### src/rtl/serial_frame_tx_pkg.sv
// Shared definitions for the serial frame link: state encoding, frame length
// and counter-width helpers used by both the transmitter and the receiver.
package serial_frame_tx_pkg;

  typedef enum logic [1:0] {
    ST_IDLE  = 2'd0,
    ST_START = 2'd1,
    ST_DATA  = 2'd2,
    ST_STOP  = 2'd3
  } tx_state_e;

  localparam int DEF_DATA_W    = 8;
  localparam int DEF_STOP_BITS = 1;
  localparam int FRAME_BITS    = 1 + DEF_DATA_W + DEF_STOP_BITS;

  function automatic int frame_bits(input int data_w, input int stop_bits);
    return 1 + data_w + stop_bits;
  endfunction

  // Counters are never narrower than one bit, even when a single count suffices.
  function automatic int cnt_width(input int n);
    return (n > 1) ? $clog2(n) : 1;
  endfunction

endpackage

### src/rtl/serial_frame_tx_bit_timer.sv
// Bit-period timer: counts CLKS_PER_BIT cycles while enabled and flags the
// last cycle of each bit period on o_tick.
module serial_frame_tx_bit_timer
  import serial_frame_tx_pkg::*;
#(
  parameter int CLKS_PER_BIT = 4
) (
  input  logic i_clk,
  input  logic i_rst,
  input  logic i_en,
  output logic o_tick
);

  localparam int CW = cnt_width(CLKS_PER_BIT);
  localparam logic [CW-1:0] LAST = CW'(CLKS_PER_BIT - 1);

  logic [CW-1:0] r_cnt;

  always_ff @(posedge i_clk) begin
    if (i_rst || !i_en) begin
      r_cnt <= '0;
    end else if (r_cnt == LAST) begin
      r_cnt <= '0;
    end else begin
      r_cnt <= r_cnt + CW'(1);
    end
  end

  assign o_tick = i_en && (r_cnt == LAST);

endmodule

### src/rtl/serial_frame_tx.sv
// Parallel-in, serial-out frame transmitter: start bit, DATA_W data bits LSB
// first, STOP_BITS stop bits, each held CLKS_PER_BIT clocks on a high-idle line.
module serial_frame_tx
  import serial_frame_tx_pkg::*;
#(
  parameter int DATA_W       = 8,
  parameter int CLKS_PER_BIT = 4,
  parameter int STOP_BITS    = 1
) (
  input  logic              i_clk,
  input  logic              i_rst,
  input  logic [DATA_W-1:0] i_din,
  input  logic              i_load,
  output logic              o_ready,
  output logic              o_busy,
  output logic              o_txd,
  output logic              o_done,
  output logic [1:0]        o_dbg_state
);

  localparam int F  = frame_bits(DATA_W, STOP_BITS);
  localparam int BW = cnt_width(F);
  localparam logic [BW-1:0] LAST_DATA = BW'(DATA_W - 1);
  localparam logic [BW-1:0] LAST_STOP = BW'(STOP_BITS - 1);

  // Handshake: a word is taken on any rising edge where i_load and o_ready are
  // both high; o_ready stays low for the whole frame and loads are dropped.

  tx_state_e         r_state;
  logic [DATA_W-1:0] r_shift;
  logic [BW-1:0]     r_bit_cnt;
  logic              r_txd;
  logic              r_ready;
  logic              r_busy;
  logic              r_done;

  logic              w_tick;
  logic              w_timer_en;
  logic [DATA_W-1:0] w_shifted;

  assign w_timer_en = (r_state != ST_IDLE);
  assign w_shifted  = r_shift >> 1;

  serial_frame_tx_bit_timer #(
    .CLKS_PER_BIT(CLKS_PER_BIT)
  ) u_bit_timer (
    .i_clk (i_clk),
    .i_rst (i_rst),
    .i_en  (w_timer_en),
    .o_tick(w_tick)
  );

  always_ff @(posedge i_clk) begin
    if (i_rst) begin
      r_state   <= ST_IDLE;
      r_shift   <= '0;
      r_bit_cnt <= '0;
      r_txd     <= 1'b1;
      r_ready   <= 1'b1;
      r_busy    <= 1'b0;
      r_done    <= 1'b0;
    end else begin
      r_done <= 1'b0;
      case (r_state)
        ST_IDLE: begin
          if (i_load && r_ready) begin
            r_shift   <= i_din;
            r_txd     <= 1'b0;
            r_ready   <= 1'b0;
            r_busy    <= 1'b1;
            r_bit_cnt <= '0;
            r_state   <= ST_START;
          end
        end
        ST_START: begin
          if (w_tick) begin
            r_txd     <= r_shift[0];
            r_bit_cnt <= '0;
            r_state   <= ST_DATA;
          end
        end
        ST_DATA: begin
          // TXD already shows r_shift[0]; the next bit is the one after the shift.
          if (w_tick) begin
            if (r_bit_cnt == LAST_DATA) begin
              r_txd     <= 1'b1;
              r_bit_cnt <= '0;
              r_state   <= ST_STOP;
            end else begin
              r_txd     <= w_shifted[0];
              r_shift   <= w_shifted;
              r_bit_cnt <= r_bit_cnt + BW'(1);
            end
          end
        end
        ST_STOP: begin
          if (w_tick) begin
            if (r_bit_cnt == LAST_STOP) begin
              r_bit_cnt <= '0;
              r_ready   <= 1'b1;
              r_busy    <= 1'b0;
              r_done    <= 1'b1;
              r_state   <= ST_IDLE;
            end else begin
              r_bit_cnt <= r_bit_cnt + BW'(1);
            end
          end
        end
        default: r_state <= ST_IDLE;
      endcase
    end
  end

  assign o_txd       = r_txd;
  assign o_ready     = r_ready;
  assign o_busy      = r_busy;
  assign o_done      = r_done;
  assign o_dbg_state = r_state;

endmodule

### config.mk
export PLATFORM = sky130hd
export DESIGN_NAME = serial_frame_tx
export DESIGN_NICKNAME = d
export VERILOG_FILES = /design/src/rtl/serial_frame_tx_pkg.sv /design/src/rtl/serial_frame_tx_bit_timer.sv /design/src/rtl/serial_frame_tx.sv
export SDC_FILE = /design/constraint.sdc
export NUM_CORES = 1
export LEC_CHECK = 0
export ABC_AREA = 1
export CORE_ASPECT_RATIO = 1.2
export CORE_MARGIN = 4
export CORE_UTILIZATION = 53
export DETAILED_ROUTE_END_ITERATION = 7
export PLACE_DENSITY = 0.78
export SLEW_MARGIN = 20
export SYNTH_ARGS = -nofsm -noshare
export SYNTH_HDL_FRONTEND = slang
export SYNTH_SLANG_ARGS = --single-unit
### constraint.sdc
create_clock -name i_clk -period 1.64 [get_ports i_clk]
set_input_delay 0.492 -clock i_clk [delete_from_list [all_inputs] [get_ports i_clk]]
set_output_delay 0.492 -clock i_clk [all_outputs]
set_load 0.05 [all_outputs]
==> run_1/met2.png <==
Scale: 8 px per um. Cells faint in the background.
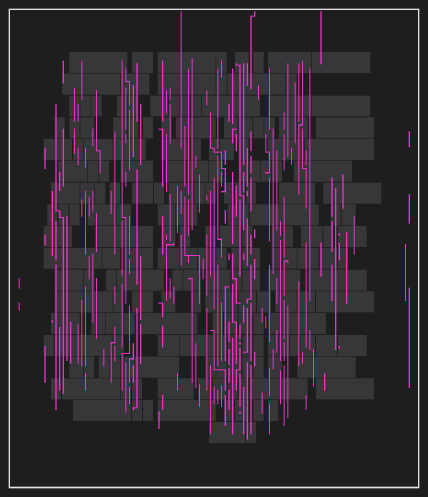
- main direction: vertical
- longest straight run: 28.9 um
- wire length on this layer: 1310 um
- share of all routed wire: 52%

==> run_1/met3.png <==
Scale: 8 px per um. Cells faint in the background.
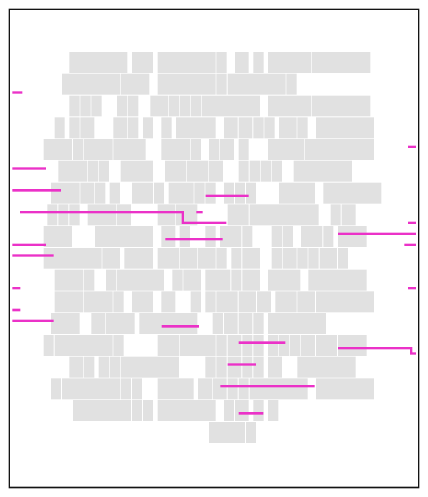
- nets with wire on the layer: 21
- main direction: horizontal

==> job_summary.md, run 1 <==
### Metrics collected by this job

| Metric | Value |
|---|---|
| Status | `finished clean` |
| Share of layout cells above drive strength 1 | `20.8%` |
| Clock Pin Slew Worst Setup and Hold Paths | `0.12 ns` |
| Placed insts | `220` |
| DP Area | `0.00148 sq mm` |
| Top Family by Delay on Critical Path | `buffers and inverters` |
| 1st-pass router iterations | `4` |
| FMAX | `641 MHz` |
| CTS Buffer Depth | `2` |
| Cycle use final | `95.1%` |
| Seq. cell area | `408 sq um` |
| Syn-to-layout area delta | `32.6%` |
| Yosys chip area | `0.00118 sq mm` |
| Worst Setup End Kind | `register` |
| Total GRT Usage | `18.5%` |
| Worst endpoint required time | `1.86 ns` |
| Total number of vias | `1109` |
| Count leader, synth | `nand2_1` |
| Critical path peak fanout | `11` |
| Fin cells | `227` |
| Count of library flops with an enable pin | `0` |
| Vias per inst | `4.89` |
| I/O pin total | `17` |
| Worst slew pin tran | `0.237 ns` |
| # Cells Yosys | `170` |
| Total CTS buffers | `3` |
| Main area contributors | `dfxtp_1 (34%), nand2_1 (14%), inv_1 (8.3%)` |
| Row count | `18` |
| RSZ-0062 raised after global routing | `yes` |
| Maximum VDD drop | `1.11 mV` |
| Die H | `59.6 um` |
| Fp util | `56.2%` |
| Synth Cell Area | `0.00118 sq mm` |
| Post-synth top cells | `nand2_1 (43), inv_1 (26), nor2_1 (21)` |
| FF-to-FF setup slack | `0.08 ns` |
| Synth warnings | `0` |
| Clk latency late pin | `0.30 ns` |
| Cells along the critical path | `inv_1 > ha_2 > buf_12 > nand2_1 > o21ai_4 > buf_4 > and3_4 > nor2_2` |
| Ant diodes | `0` |
| Endpoints failing setup | `0` |
| Mapped Nets | `188` |
| Drt drc | `0` |
| Post-Route WL | `2540 um` |
| Total Negative Setup Slacks | `0 ns` |
| Die X-Extent | `51 um` |
| Root Driver | `clkbuf_4` |
| Largest area contributor in the netlist | `dfxtp_1` |
| Post-synth top flop | `dfxtp_1` |
| WP data arrival | `1.78 ns` |
| Clock sinks | `20` |
| Tmin final | `1.56 ns` |
| Pwr/cell area | `1760 mW/mm^2` |
| Synth Seq Share | `34.0%` |
| Max incr delay on CP | `0.38 ns` |
| Asr flop ratio synth | `0%` |
| Synthesized area per cell | `6.92 sq um` |
| Fillers | `162` |
| Ys flops | `20` |
| Final hold vios | `0` |
| Full die area | `0.00304 sq mm` |
| Wire per inst | `11.2 um` |
| Critical path class | `register to register` |
| CTS tree | `yes` |
| Depth of the CTS H-tree | `1` |
| HPWL after detailed placement | `2000 um` |
| Yosys cell types | `24` |
| Final Cell Area | `0.00156 sq mm` |
| Bufs and invs on worst path | `3` |
| Area of the core | `0.00209 sq mm` |
| Mapped Cells | `170` |
| Total grt overflow | `0` |
| OpenROAD warning count | `31` |
| CP max-delay cell | `dfxtp_4` |
| Max-Cap Viols | `0` |
| Tot Pwr | `0.00275 W` |
| Largest net degree at the start of global routing | `12` |
| Leakage Power | `0.740 nW` |
| Slew HR | `84.2%` |
| Hold crit path type | `register to register` |
| Count of input and output buffers | `16` |
| Final GP Congestion | `0.919` |
| Max Slew Vio Count | `0` |
| Area share, top type | `34.0%` |
| Nature of the critical path startpoint | `register` |
| Number of routed nets with antenna violations | `0` |
| Global-route wire length before repair | `4260 um` |
==> run_1/wire_density.png <==
Scale: 6 px per um. The die is cut into 10 by 12 equal tiles; dark blue is low, red is high, scaled to the fullest tile. Values are wire area over tile area, all layers added.
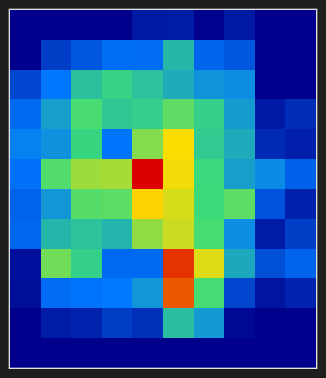
- fullest tile: 0.49
- tiles over half the peak: 18%
- densest ninth of the die: middle
- mean over tiles: 0.13

==> run_1/pins.png <==
Scale: 8 px per um. Pins as bars across the die edge, other pins in grey.
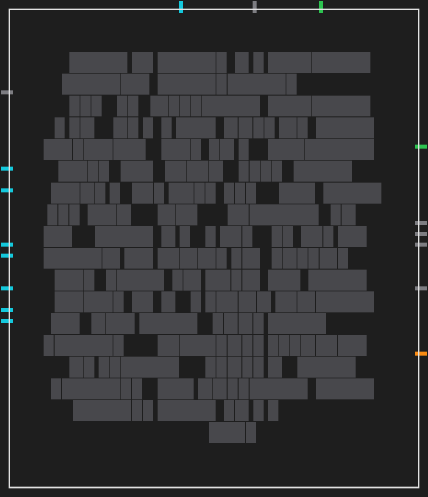
- `o_dbg_state`: green (pins 2; direction output; edge 1 right, 1 top)
- `i_din`: cyan (pins 8; direction input; edge 7 left, 1 top)
- `i_rst`: orange (pins 1; direction input; edge right)

==> run 1: layout make-up <==
class                      instances  area share [%]
clock buffer                       4            2.33
tap                               30            2.41
timing repair buffer              25            19.3
inverter                          29            7.14
sequential                        20            26.2
multi-input combinational        119            42.7
==> run 1: sequential cells by signal, indices dropped and copies added (netlist names) <==
| signal | count |
|---|---|
| o_busy | 1 |
| o_dbg_state | 2 |
| o_done | 1 |
| o_ready | 1 |
| o_txd | 1 |
| r_bit_cnt | 4 |
| r_shift | 8 |
| u_bit_timer.r_cnt | 2 |
==> run 1: metal layers <==
| metal | track usage, % | share of wire [%] | up-vias |
|---|---|---|---|
| met4 | 8.46 | 1.1 | 0 |
| met5 | 0 | 0 | - |
| met2 | 33.9 | 52 | 28 |
| met1 | 20.2 | 43 | 494 |
| li1 | - | - | 583 |
| met3 | 3.78 | 4.5 | 4 |
==> run 1: worst register-to-register path: stages (launching register included) <==
cell and delay (ns):
dfxtp_4 0.38, inv_1 0.09, ha_2 0.22, buf_12 0.15
nand2_1 0.14, o21ai_4 0.14, buf_4 0.16, and3_4 0.16
nor2_2 0.03
==> run 1: where the power goes <==
group	internal [W]	switching [W]
Sequential	0.000637	0.000115
Clock	0.000135	0.000158
Combinational	0.000732	0.000970
==> run 1: per-stage QoR <==
| stage | worst slack, ns | hold slack, ns | util [%] |
|---|---|---|---|
| 3_5_place_dp | -0.191 | 0.416 | 70.5 |
| 4_1_cts | 0.0132 | 0.432 | 72.3 |
| 3_3_place_gp | -0.140 | 0.406 | 70.5 |
| 2_1_floorplan | 0.0135 | 0.398 | - |
| 6_report | 0.0799 | 0.429 | 74.4 |
| 5_1_grt | -0.00203 | 0.470 | 74.4 |
==> run 1: worst paths after layout <==
path / depth (start not counted) / start / to
max: 8 / o_dbg_state[0] / r_shift[0]
min: 1 / u_bit_timer.r_cnt[0] / u_bit_timer.r_cnt[0]
max reg2reg: 8 / o_dbg_state[0] / r_shift[0]
min reg2reg: 1 / u_bit_timer.r_cnt[0] / u_bit_timer.r_cnt[0]
==> run 1: placed cells by master, fill, tap and decap left out, types with 2 or more instances in the layout <==
cell,netlist,routed
nand2_1,43,41
inv_1,26,26
nor2_1,21,20
dfxtp_1,20,18
nand3_1,14,14
clkdlybuf4s50_1,0,10
buf_4,0,8
nand2_2,5,7
buf_12,0,7
mux2i_1,6,6
a21oi_1,5,5
ha_1,7,5
o21ai_0,4,4
clkbuf_4,0,3
nor3_1,2,2
inv_2,2,2
nor2_2,2,2
a21oi_2,2,2
nand4_1,2,2
ha_2,0,2
dfxtp_4,0,2
==> run 1: cells by family (layout without fill, tap and decap cells) <==
| group | Yosys count | after routing | synth area share, % |
|---|---|---|---|
| buffers and inverters | 31 | 58 | 10.9 |
| multiplexers | 6 | 6 | 5.11 |
| adder cells (fa/ha/maj) | 7 | 7 | 7.45 |
| AND/OR/NAND/NOR | 92 | 92 | 34.6 |
| flip-flops | 20 | 20 | 34.0 |
| AND-OR/OR-AND | 14 | 14 | 7.98 |
==> run 1: timing repair <==
action / CTS / global route
hold buffers: 0 / 0
buffers inserted: 0 / 3
endpoints found under the setup margin: 0 / 15
gates resized: 0 / 8
## Run 2: what changed since run 1
Settings changed: MAX_ROUTING_LAYER set to met4.
==> run_2/pins.png <==
Scale: 8 px per um. Pins as bars across the die edge, other pins in grey.
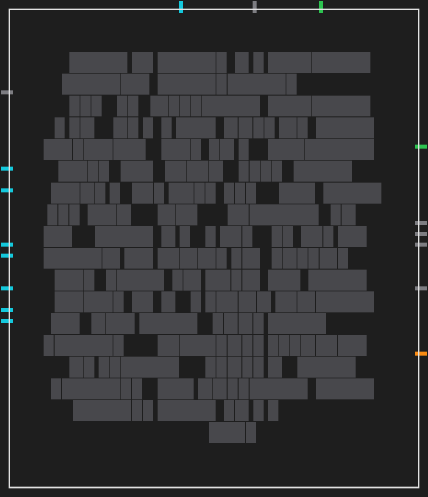
- `o_dbg_state`: green (pins 2; direction output; edge 1 right, 1 top)
- `i_din`: cyan (pins 8; direction input; edge 7 left, 1 top)
- `i_rst`: orange (pins 1; direction input; edge right)
- all pins by edge: 8 left, 6 right, 3 top

==> run_2/met2.png <==
Scale: 8 px per um. Cells faint in the background.
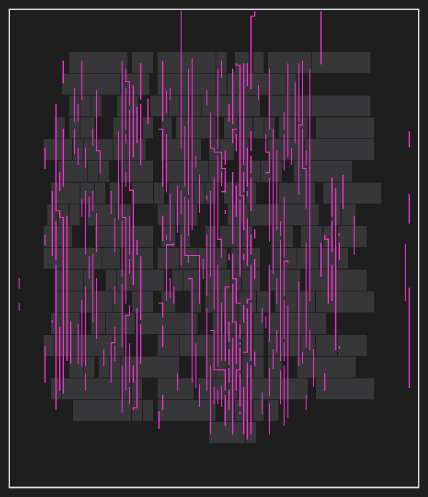
Post-Route WL: 2530 um
total number of vias: 1112

==> job_summary.md, run 2 <==
### Metrics collected by this job

| Metric | Value |
|---|---|
| Max incr delay on CP | `0.38 ns` |
| Wire per inst | `11.2 um` |
| Critical path peak fanout | `11` |
| Die X-Extent | `51 um` |
| HPWL after detailed placement | `2000 um` |
| Count of input and output buffers | `16` |
| Count leader, synth | `nand2_1` |
| Pwr/cell area | `1760 mW/mm^2` |
| Sw frac | `45.3%` |
| Largest registers | `r_shift x8, r_bit_cnt x4` |
| Max Slew Vio Count | `0` |
| Row count | `18` |
| Post-Route Skew | `0.00175 ns` |
| Yosys chip area | `0.00118 sq mm` |
| Total GRT Usage | `19.0%` |
| Syn-to-layout area delta | `32.6%` |
| Number of routed nets with antenna violations | `0` |
| Die H | `59.6 um` |
| Depth of the CTS H-tree | `1` |
| Total grt overflow | `0` |
| Count of library flops with an enable pin | `0` |
| Worst Setup End Kind | `register` |
| Synth warnings | `0` |
| Cycle use final | `95.2%` |
| Power share of the combinational group | `62.0%` |
| Max-Cap Viols | `0` |
| Vias per inst | `4.90` |
| FMAX | `641 MHz` |
| Synth Cell Area | `0.00118 sq mm` |
| Cells along the critical path | `inv_1 > ha_2 > buf_12 > nand2_1 > o21ai_4 > buf_4 > and3_4 > nor2_2` |
| Worst endpoint required time | `1.86 ns` |
| Root Driver | `clkbuf_4` |
| Placed insts | `220` |
| Leakage Power | `0.740 nW` |
| Hold buffers post-CTS | `0` |
| Top reg by flops | `r_shift` |
| Endpoints failing setup | `0` |
| Maximum VDD drop | `1.11 mV` |
| Synthesized area per cell | `6.92 sq um` |
| Mapped Nets | `188` |
| Full die area | `0.00304 sq mm` |
| Status | `finished clean` |
| Area share, top type | `34.0%` |
| RSZ-0062 raised after global routing | `yes` |
| Asr flop ratio synth | `0%` |
| Post-synth top flop | `dfxtp_1` |
| Main area contributors | `dfxtp_1 (34%), nand2_1 (14%), inv_1 (8.3%)` |
| Psw | `0.00124 W` |
| Synth Seq Share | `34.0%` |
| Top cells excl fill/tap | `nand2_1 (41), inv_1 (26), nor2_1 (20)` |
| Share of layout cells above drive strength 1 | `20.8%` |
| Largest area contributor in the netlist | `dfxtp_1` |
| Tot Pwr | `0.00275 W` |
| Vias in the first global route | `1041` |
| Global-route wire length before repair | `4260 um` |
| CTS tree | `yes` |
| Yosys cell types | `24` |
| I/O pin total | `17` |
| Nature of the critical path startpoint | `register` |
| WHS | `0.429 ns` |
| Ant diodes | `0` |
| Total CTS buffers | `3` |
| Fillers | `162` |
| Mapped Cells | `170` |
| Slew HR | `84.1%` |
| Area of the core | `0.00209 sq mm` |
| Drt drc | `0` |
| Tmin final | `1.56 ns` |
| OpenROAD warning count | `31` |
| Largest net degree at the start of global routing | `12` |
| CP max-delay cell | `dfxtp_4` |
| Hold crit path type | `register to register` |
| Initial antenna violation count | `0` |
| Worst slew pin tran | `0.238 ns` |
| Commonest Layout Cell | `nand2_1` |
| # Cells Yosys | `170` |
| Flop pwr share | `27.4%` |
| Critical path class | `register to register` |
| Clock Pin Slew Worst Setup and Hold Paths | `0.12 ns` |
| CTS Buffer Depth | `2` |
| Final GP Congestion | `0.936` |
| Max reg flops | `8` |
| Clock Power Share | `10.7%` |
| Clk latency late pin | `0.30 ns` |
| Nets | `216` |
| Drt initial violations | `25` |
| Ys flops | `20` |
| Fin cells | `227` |
| Clock sinks | `20` |
| Fp util | `56.2%` |
| Post-synth top cells | `nand2_1 (43), inv_1 (26), nor2_1 (21)` |
| 1st-pass router iterations | `4` |
| P_int | `0.00150 W` |
| WP data arrival | `1.78 ns` |
| Final hold vios | `0` |
==> run_2/met3.png <==
Scale: 8 px per um. Cells faint in the background.
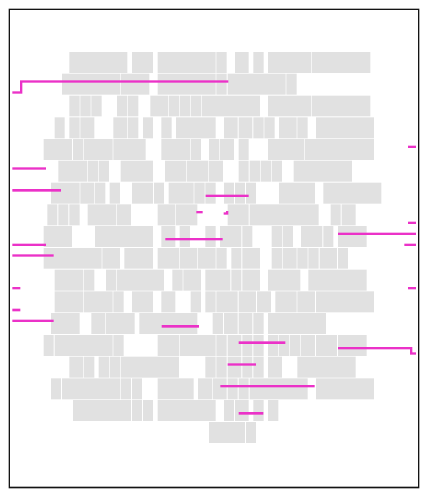
- share of all routed wire: 4.6%
- longest straight run: 25.8 um
- nets with wire on the layer: 21
- main direction: horizontal
- wire length on this layer: 115 um

==> run 2: final timing paths <==
kind | start | endpoint | slack [ns] | cells after the start
min reg2reg | u_bit_timer.r_cnt[0] | u_bit_timer.r_cnt[0] | 0.43 | 1
max | o_dbg_state[0] | r_shift[0] | 0.08 | 8
max reg2reg | o_dbg_state[0] | r_shift[0] | 0.08 | 8
min | u_bit_timer.r_cnt[0] | u_bit_timer.r_cnt[0] | 0.43 | 1
==> run 2: repair_timing <==
| item | CTS | global route |
|---|---|---|
| resized | 0 | 8 |
| hold endpoints to repair | 0 | 0 |
| endpoints found under the setup margin | 0 | 15 |
| buffers inserted | 0 | 3 |
==> run 2: per-layer routing <==
metal  share of wire (%)  vias up  track usage, %
met4                 1.2        0            8.46
met1                  43      497            20.2
met5                   0        -               -
met2                  52       28            33.9
li1                    -      583               -
met3                 4.5        4            3.78
==> run 2: through the flow <==
stage	cell area, sq um	setup TNS [ns]	utilization (%)	setup slack [ns]
after floorplan	1180	0	-	0.0135
after global placement	1480	-1.61	70.5	-0.140
after detailed placement	1480	-2.14	70.5	-0.191
after CTS	1510	0	72.3	0.0132
after global routing	1560	-0.00203	74.4	-0.00203
final	1560	0	74.4	0.0789
==> run 2: critical path: cells and delay by family, from the launching register on <==
kind,cells,cell delay [ns]
simple gates,3,0.32
compound gates,1,0.14
buf+inv,3,0.39
fa+ha+maj,1,0.22
flops,1,0.38
==> run 2: kinds of logic after synthesis <==
| group | count (synthesis) | share of synthesized area (%) |
|---|---|---|
| simple gates | 92 | 34.6 |
| buf+inv | 31 | 10.9 |
| flops | 20 | 34.0 |
| mux | 6 | 5.11 |
| fa+ha+maj | 7 | 7.45 |
| compound gates | 14 | 7.98 |
==> run 2: final cells by class <==
cell class              count  area, sq um  area share (%)
flip-flops and latches     20          408            26.2
repair buffers             25          300            19.3
clock buffers               4         36.3            2.33
inverters                  29          111            7.14
well taps                  30         37.5            2.41
multi-input cells         119          666            42.7
==> run 2: power by group through the flow <==
stage                     Sequential [W]  Combinational (W)  Clock (W)
after CTS                       0.000748            0.00159   0.000294
after global routing            0.000772            0.00187   0.000314
after detailed placement        0.000760            0.00159          0
final                           0.000752            0.00170   0.000293
after global placement          0.000754            0.00153          0
after floorplan                 0.000889           0.000939          0
Power figures rest on the tool's default switching activity, not on a simulated workload.
